$ cat config.mk
export PLATFORM = sky130hd
export DESIGN_NAME = video_frame_monitor
export DESIGN_NICKNAME = d
export VERILOG_FILES = /design/src/rtl/video_frame_monitor.sv
export SDC_FILE = /design/constraint.sdc
export NUM_CORES = 1
export LEC_CHECK = 0
export CAP_MARGIN = 5
export CORE_AREA = 2 2 203 155
export DETAILED_ROUTE_END_ITERATION = 12
export DIE_AREA = 0 0 205 157
export HOLD_SLACK_MARGIN = 0.02
export PLACE_DENSITY = 0.68
export SYNTH_ARGS = -nofsm -noshare
export SYNTH_HDL_FRONTEND = slang
export SYNTH_SLANG_ARGS = --single-unit
$ cat constraint.sdc
create_clock -name pixel_clk -period 11.8 [get_ports pixel_clk]
set_clock_uncertainty 0.15 [all_clocks]
set_input_delay 3.54 -clock pixel_clk [delete_from_list [all_inputs] [get_ports pixel_clk]]
set_output_delay 3.54 -clock pixel_clk [all_outputs]
set_load 0.01 [all_outputs]
$ cat src/rtl/video_frame_monitor.sv
// Per-frame video timing monitor: measures sync/blank geometry, counts frames and
// computes a CRC-16-CCITT over the active pixels, locking once two frames agree.
module video_frame_monitor #(
  parameter int C_COMPONENT_DEPTH = 4,
  parameter int C_CHANNELS        = 3,
  parameter int C_HCOUNT_WIDTH    = 12,
  parameter int C_VCOUNT_WIDTH    = 11,
  parameter int C_HSYNC_ACTIVE    = 0,
  parameter int C_VSYNC_ACTIVE    = 0
) (
  input  logic                                  pixel_clk,
  input  logic                                  rst_n,
  input  logic                                  enable,
  input  logic [C_CHANNELS*C_COMPONENT_DEPTH-1:0] pixel,
  input  logic                                  hsync,
  input  logic                                  vsync,
  input  logic                                  hblank,
  input  logic                                  vblank,
  output logic [C_HCOUNT_WIDTH-1:0]             h_total,
  output logic [C_HCOUNT_WIDTH-1:0]             h_active,
  output logic [C_VCOUNT_WIDTH-1:0]             v_total,
  output logic [C_VCOUNT_WIDTH-1:0]             v_active,
  output logic [15:0]                           frame_crc,
  output logic [15:0]                           frame_count,
  output logic                                  frame_done,
  output logic                                  locked,
  output logic                                  timing_error
);

  localparam int PW = C_CHANNELS * C_COMPONENT_DEPTH;
  localparam int HW = C_HCOUNT_WIDTH;
  localparam int VW = C_VCOUNT_WIDTH;
  localparam logic HS_ACT = (C_HSYNC_ACTIVE != 0);
  localparam logic VS_ACT = (C_VSYNC_ACTIVE != 0);
  localparam logic [HW-1:0] H_ONE = {{(HW-1){1'b0}}, 1'b1};
  localparam logic [VW-1:0] V_ONE = {{(VW-1){1'b0}}, 1'b1};

  typedef enum logic [1:0] {SEARCH, MEASURE, CONFIRM, LOCKED} state_t;

  function automatic logic [HW-1:0] h_inc(input logic [HW-1:0] x);
    return (x == '1) ? x : x + H_ONE;
  endfunction

  function automatic logic [VW-1:0] v_inc(input logic [VW-1:0] x);
    return (x == '1) ? x : x + V_ONE;
  endfunction

  function automatic logic [15:0] crc_step(input logic [15:0] crc_in, input logic [PW-1:0] data);
    logic [15:0] c;
    logic        fb;
    c = crc_in;
    for (int i = PW - 1; i >= 0; i--) begin
      fb = c[15] ^ data[i];
      c  = {c[14:0], 1'b0} ^ (fb ? 16'h1021 : 16'h0000);
    end
    return c;
  endfunction

  logic [PW-1:0] pixel_q;
  logic hsync_q, hs_prev_q, vsync_q, vs_prev_q, hblank_q, vblank_q;

  always_ff @(posedge pixel_clk or negedge rst_n) begin
    if (!rst_n) begin
      pixel_q   <= '0;
      hsync_q   <= !HS_ACT;
      hs_prev_q <= !HS_ACT;
      vsync_q   <= !VS_ACT;
      vs_prev_q <= !VS_ACT;
      hblank_q  <= 1'b1;
      vblank_q  <= 1'b1;
    end else begin
      pixel_q   <= pixel;
      hsync_q   <= hsync;
      hs_prev_q <= hsync_q;
      vsync_q   <= vsync;
      vs_prev_q <= vsync_q;
      hblank_q  <= hblank;
      vblank_q  <= vblank;
    end
  end

  logic hs_edge, vs_edge, pix_active;
  assign hs_edge    = (hsync_q == HS_ACT) && (hs_prev_q != HS_ACT);
  assign vs_edge    = (vsync_q == VS_ACT) && (vs_prev_q != VS_ACT);
  assign pix_active = !hblank_q && !vblank_q;

  state_t        state_q, state_d;
  logic [HW-1:0] h_cnt_q, h_cnt_d, act_cnt_q, act_cnt_d, h_cand_q, h_cand_d;
  logic [HW-1:0] h_act_cand_q, h_act_cand_d;
  logic [VW-1:0] v_cnt_q, v_cnt_d, v_act_q, v_act_d;
  logic          have_act_q, have_act_d, irregular_q, irregular_d;
  logic [15:0]   crc_q, crc_d;
  logic [HW-1:0] ref_h_total_q, ref_h_total_d, ref_h_active_q, ref_h_active_d;
  logic [VW-1:0] ref_v_total_q, ref_v_total_d, ref_v_active_q, ref_v_active_d;
  logic          ref_bad_q, ref_bad_d;
  logic [HW-1:0] h_total_q, h_total_d, h_active_q, h_active_d;
  logic [VW-1:0] v_total_q, v_total_d, v_active_q, v_active_d;
  logic [15:0]   frame_crc_q, frame_crc_d, frame_count_q, frame_count_d;
  logic          frame_done_q, frame_done_d, locked_q, locked_d, timing_error_q, timing_error_d;

  // Frame totals including a line that closes in the same cycle as the frame.
  logic [HW-1:0] fin_h_total, fin_h_active;
  logic [VW-1:0] fin_v_total, fin_v_active;
  logic [15:0]   fin_crc;
  logic          fin_irregular, fin_bad, line_has_act, matches_ref;

  always_comb begin
    line_has_act  = hs_edge && (act_cnt_q != '0);
    fin_v_total   = hs_edge ? v_inc(v_cnt_q) : v_cnt_q;
    fin_h_total   = (v_cnt_q == '0) ? h_cnt_q : h_cand_q;
    fin_irregular = irregular_q || (hs_edge && (v_cnt_q != '0) && (h_cnt_q != h_cand_q));
    fin_h_active  = have_act_q ? h_act_cand_q : (line_has_act ? act_cnt_q : '0);
    fin_v_active  = line_has_act ? v_inc(v_act_q) : v_act_q;
    fin_crc       = pix_active ? crc_step(crc_q, pixel_q) : crc_q;
    fin_bad       = fin_irregular || (fin_h_total == '1) || (fin_h_active == '1) ||
                    (fin_v_total == '1) || (fin_v_active == '1);
    matches_ref   = !fin_bad && !ref_bad_q &&
                    (fin_h_total == ref_h_total_q) && (fin_h_active == ref_h_active_q) &&
                    (fin_v_total == ref_v_total_q) && (fin_v_active == ref_v_active_q);
  end

  always_comb begin
    h_cnt_d      = hs_edge ? H_ONE : h_inc(h_cnt_q);
    act_cnt_d    = hs_edge ? (pix_active ? H_ONE : '0) : (pix_active ? h_inc(act_cnt_q) : act_cnt_q);
    v_cnt_d      = vs_edge ? '0 : fin_v_total;
    v_act_d      = vs_edge ? '0 : fin_v_active;
    irregular_d  = vs_edge ? 1'b0 : fin_irregular;
    h_cand_d     = h_cand_q;
    have_act_d   = have_act_q;
    h_act_cand_d = h_act_cand_q;
    if (hs_edge && (v_cnt_q == '0))
      h_cand_d = h_cnt_q;
    if (line_has_act && !have_act_q) begin
      have_act_d   = 1'b1;
      h_act_cand_d = act_cnt_q;
    end
    if (vs_edge) begin
      h_cand_d     = '0;
      have_act_d   = 1'b0;
      h_act_cand_d = '0;
    end
    crc_d = vs_edge ? 16'hFFFF : fin_crc;
  end

  logic publish, store_ref;

  always_comb begin
    state_d        = state_q;
    publish        = 1'b0;
    store_ref      = 1'b0;
    frame_done_d   = 1'b0;
    locked_d       = locked_q;
    timing_error_d = timing_error_q;
    frame_count_d  = frame_count_q;
    h_total_d      = h_total_q;
    h_active_d     = h_active_q;
    v_total_d      = v_total_q;
    v_active_d     = v_active_q;
    frame_crc_d    = frame_crc_q;
    ref_h_total_d  = ref_h_total_q;
    ref_h_active_d = ref_h_active_q;
    ref_v_total_d  = ref_v_total_q;
    ref_v_active_d = ref_v_active_q;
    ref_bad_d      = ref_bad_q;
    if (!enable) begin
      state_d  = SEARCH;
      locked_d = 1'b0;
    end else if (vs_edge) begin
      case (state_q)
        SEARCH:  state_d = MEASURE;
        MEASURE: begin
          publish   = 1'b1;
          store_ref = 1'b1;
          state_d   = CONFIRM;
        end
        CONFIRM: begin
          publish = 1'b1;
          if (matches_ref) begin
            locked_d      = 1'b1;
            frame_count_d = 16'd1;
            state_d       = LOCKED;
          end else begin
            store_ref = 1'b1;
          end
        end
        LOCKED: begin
          publish       = 1'b1;
          frame_count_d = frame_count_q + 16'd1;
          if (!matches_ref) begin
            timing_error_d = 1'b1;
            locked_d       = 1'b0;
            store_ref      = 1'b1;
            state_d        = CONFIRM;
          end
        end
        default: state_d = SEARCH;
      endcase
    end
    if (publish) begin
      frame_done_d = 1'b1;
      h_total_d    = fin_h_total;
      h_active_d   = fin_h_active;
      v_total_d    = fin_v_total;
      v_active_d   = fin_v_active;
      frame_crc_d  = fin_crc;
    end
    if (store_ref) begin
      ref_h_total_d  = fin_h_total;
      ref_h_active_d = fin_h_active;
      ref_v_total_d  = fin_v_total;
      ref_v_active_d = fin_v_active;
      ref_bad_d      = fin_bad;
    end
  end

  always_ff @(posedge pixel_clk or negedge rst_n) begin
    if (!rst_n) begin
      state_q        <= SEARCH;
      h_cnt_q        <= '0;
      act_cnt_q      <= '0;
      h_cand_q       <= '0;
      h_act_cand_q   <= '0;
      have_act_q     <= 1'b0;
      irregular_q    <= 1'b0;
      v_cnt_q        <= '0;
      v_act_q        <= '0;
      crc_q          <= 16'hFFFF;
      ref_h_total_q  <= '0;
      ref_h_active_q <= '0;
      ref_v_total_q  <= '0;
      ref_v_active_q <= '0;
      ref_bad_q      <= 1'b1;
      h_total_q      <= '0;
      h_active_q     <= '0;
      v_total_q      <= '0;
      v_active_q     <= '0;
      frame_crc_q    <= '0;
      frame_count_q  <= '0;
      frame_done_q   <= 1'b0;
      locked_q       <= 1'b0;
      timing_error_q <= 1'b0;
    end else begin
      state_q        <= state_d;
      h_cnt_q        <= h_cnt_d;
      act_cnt_q      <= act_cnt_d;
      h_cand_q       <= h_cand_d;
      h_act_cand_q   <= h_act_cand_d;
      have_act_q     <= have_act_d;
      irregular_q    <= irregular_d;
      v_cnt_q        <= v_cnt_d;
      v_act_q        <= v_act_d;
      crc_q          <= crc_d;
      ref_h_total_q  <= ref_h_total_d;
      ref_h_active_q <= ref_h_active_d;
      ref_v_total_q  <= ref_v_total_d;
      ref_v_active_q <= ref_v_active_d;
      ref_bad_q      <= ref_bad_d;
      h_total_q      <= h_total_d;
      h_active_q     <= h_active_d;
      v_total_q      <= v_total_d;
      v_active_q     <= v_active_d;
      frame_crc_q    <= frame_crc_d;
      frame_count_q  <= frame_count_d;
      frame_done_q   <= frame_done_d;
      locked_q       <= locked_d;
      timing_error_q <= timing_error_d;
    end
  end

  assign h_total      = h_total_q;
  assign h_active     = h_active_q;
  assign v_total      = v_total_q;
  assign v_active     = v_active_q;
  assign frame_crc    = frame_crc_q;
  assign frame_count  = frame_count_q;
  assign frame_done   = frame_done_q;
  assign locked       = locked_q;
  assign timing_error = timing_error_q;

endmodule

Figure 1. Selected gate families.
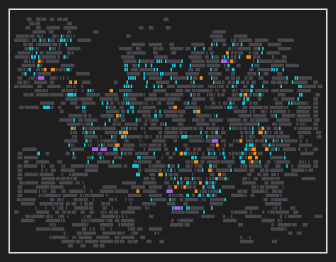
- adder and majority cells: purple (cells 7)
- NOR gates: cyan (cells 235)
- AND and OR gates: orange (cells 38)
non-filler cells, final: 1,713
most numerous logic cell after layout: dfrtp_1
combinational share of cell area: 38.8%

==> flow_summary.json <==
{
  "outcome": "complete, no violations",
  "ys_sh_xor_pct": 7.68,
  "r2r_cells": 12,
  "synthTopLogicFamily": "simple AND/OR/NAND/NOR gates",
  "final_cell_mix": "dfrtp_1 (213), nor2_1 (172), nand2_1 (126)",
  "clockBufferDepth": 3,
  "cap_violations": 0,
  "floorplan.nets": 1258,
  "grt_usage_pct": 19.6,
  "synth.most_common_cell": "dfrtp_1",
  "grt_pass1_vias": 8954,
  "synth_seq_share_pct": 49.6,
  "final.setup.tns_ns": 0,
  "clk_pin_slew_worst_paths_ns": 0.06,
  "synth_async_sr_flop_share_pct": 100,
  "combGateArea_um2": 5500,
  "ios": 100,
  "fill_cells": 2844,
  "ys_sh_aoi_pct": 11.6,
  "antenna_found_initial": 0,
  "cts_tree": "yes",
  "placed_area_um2": 13300,
  "routed_wl_um": 31000,
  "clock_power_share_pct": 32.6,
  "cts.sinks": 236,
  "final_cell_area_um2": 14200,
  "area_growth_pct": 18.4,
  "maxSlewHeadroom_pct": 18.4,
  "worstPathRequired_ns": 12.07,
  "diodes": 0,
  "register_area_um2": 5930,
  "leakage_nw": 6.38,
  "fin_nets": 1322,
  "insertion_delay_ns": 0.54,
  "cp_cell_sequence": "clkdlybuf4s50_1 > and2_1 > o21ai_4 > buf_4 > inv_2 > o41ai_4 > buf_4 > mux2_2",
  "drtIter0Drc": 856,
  "openroad.warnings": 30,
  "hold_buffers": 0,
  "setup_viol": 0,
  "max-vdd-ir-drop_mv": 0.127,
  "top_cells_by_count": "dfrtp_1 (213), nor2_1 (173), nand2_1 (126)",
  "vias": 9245,
  "crit_path_start_kind": "input pin",
  "top_cells_by_area": "dfrtp_1 (45%), nor2_1 (5.4%), dfstp_2 (5.1%)",
  "fp_util_pct": 39.9,
  "rows": 55,
  "synth_area_um2": 12000,
  "r2r_start": "act_cnt_q[0]",
  "wl_per_cell_um": 18.1,
  "fmax_mhz": 163,
  "cts-htree-levels": 1,
  "cp.arrival_ns": 6.42,
  "holdPathEnd": "vs_prev_q",
  "dp_hpwl_um": 21400,
  "crit_slowest_cell": "buf_4",
  "worst-path-max-fanout": 54,
  "worstHoldStart": "vsync_q"
}
Figure 2. Congestion heat map.
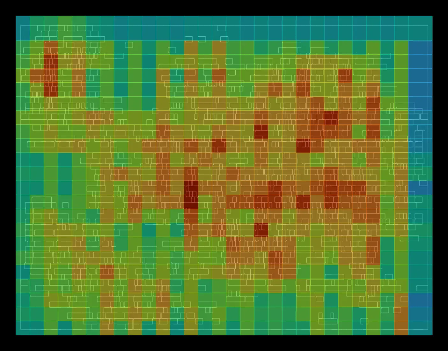
Final Util: 47.2%
met3 Use GR: 3.79%

-- through the flow --
stage | power (W) | setup WS [ns]
floorplan | 0.00155 | 6.75
global placement | 0.00182 | 5.21
global route | 0.00286 | 5.49
CTS | 0.00273 | 5.68
finish | 0.00270 | 5.65
detailed placement | 0.00184 | 5.12
-- layer usage --
metal | vias up | share of wire [%] | global-route usage, %
li1 | 4407 | - | -
met1 | 4500 | 49 | 29.9
met2 | 298 | 43 | 28.7
met3 | 40 | 6.5 | 3.79
met4 | 0 | 1.8 | 4.08
met5 | - | 0 | 0
-- worst max path at each step --
stage / startpoint / end / slack (ns) / cells past startpoint
after floorplan: enable / ref_h_active_q[10] / 6.75 / 7
after global placement: enable / ref_v_active_q[4] / 5.21 / 8
after detailed placement: enable / ref_v_active_q[4] / 5.12 / 8
after CTS: enable / ref_v_active_q[4] / 5.68 / 8
after global routing: enable / ref_v_active_q[4] / 5.49 / 8
final: enable / ref_v_active_q[4] / 5.65 / 8
-- power groups by stage --
stage	sequential, W	combinational [W]	clock [W]
after global placement	0.00109	0.000729	0
after floorplan	0.00108	0.000471	0
after global routing	0.00110	0.000821	0.000935
after CTS	0.00108	0.000744	0.000899
after detailed placement	0.00110	0.000741	0
final	0.00108	0.000738	0.000880
-- cells by family (layout without fill, tap and decap cells) --
logic type | after synthesis | in the layout
simple gates | 462 | 462
flops | 236 | 236
compound gates | 205 | 205
buf+inv | 134 | 216
xor+xnor | 104 | 104
mux | 84 | 84
fa+ha+maj | 7 | 7
-- worst max-delay path, delay by kind of cell --
kind	cells	cell delay, ns
AOI/OAI and AO/OA	2	0.20
buffers and inverters	4	1.99
muxes	1	0.40
and+or+nand+nor	1	0.23
-- registers in the layout, summed over array words and instances (netlist names), 2 cells and up --
| signal | cells |
|---|---|
| act_cnt_q | 12 |
| crc_q | 16 |
| frame_count | 16 |
| frame_crc | 16 |
| h_act_cand_q | 12 |
| h_active | 12 |
| h_cand_q | 12 |
| h_cnt_q | 12 |
| h_total | 12 |
| pixel_q | 12 |
| ref_h_active_q | 12 |
| ref_h_total_q | 12 |
| ref_v_active_q | 11 |
| ref_v_total_q | 11 |
| state_q | 2 |
| v_act_q | 11 |
| v_active | 11 |
| v_cnt_q | 11 |
| v_total | 11 |
-- final cells by class --
class | count | share of cell area, %
repair buffers | 113 | 7.77
well taps | 399 | 3.52
inverters | 58 | 1.54
clock inverters | 10 | 1.47
multi-input cells | 862 | 38.8
clock buffers | 35 | 4.96
flip-flops and latches | 236 | 41.9
Power and IR drop assume default switching activity.
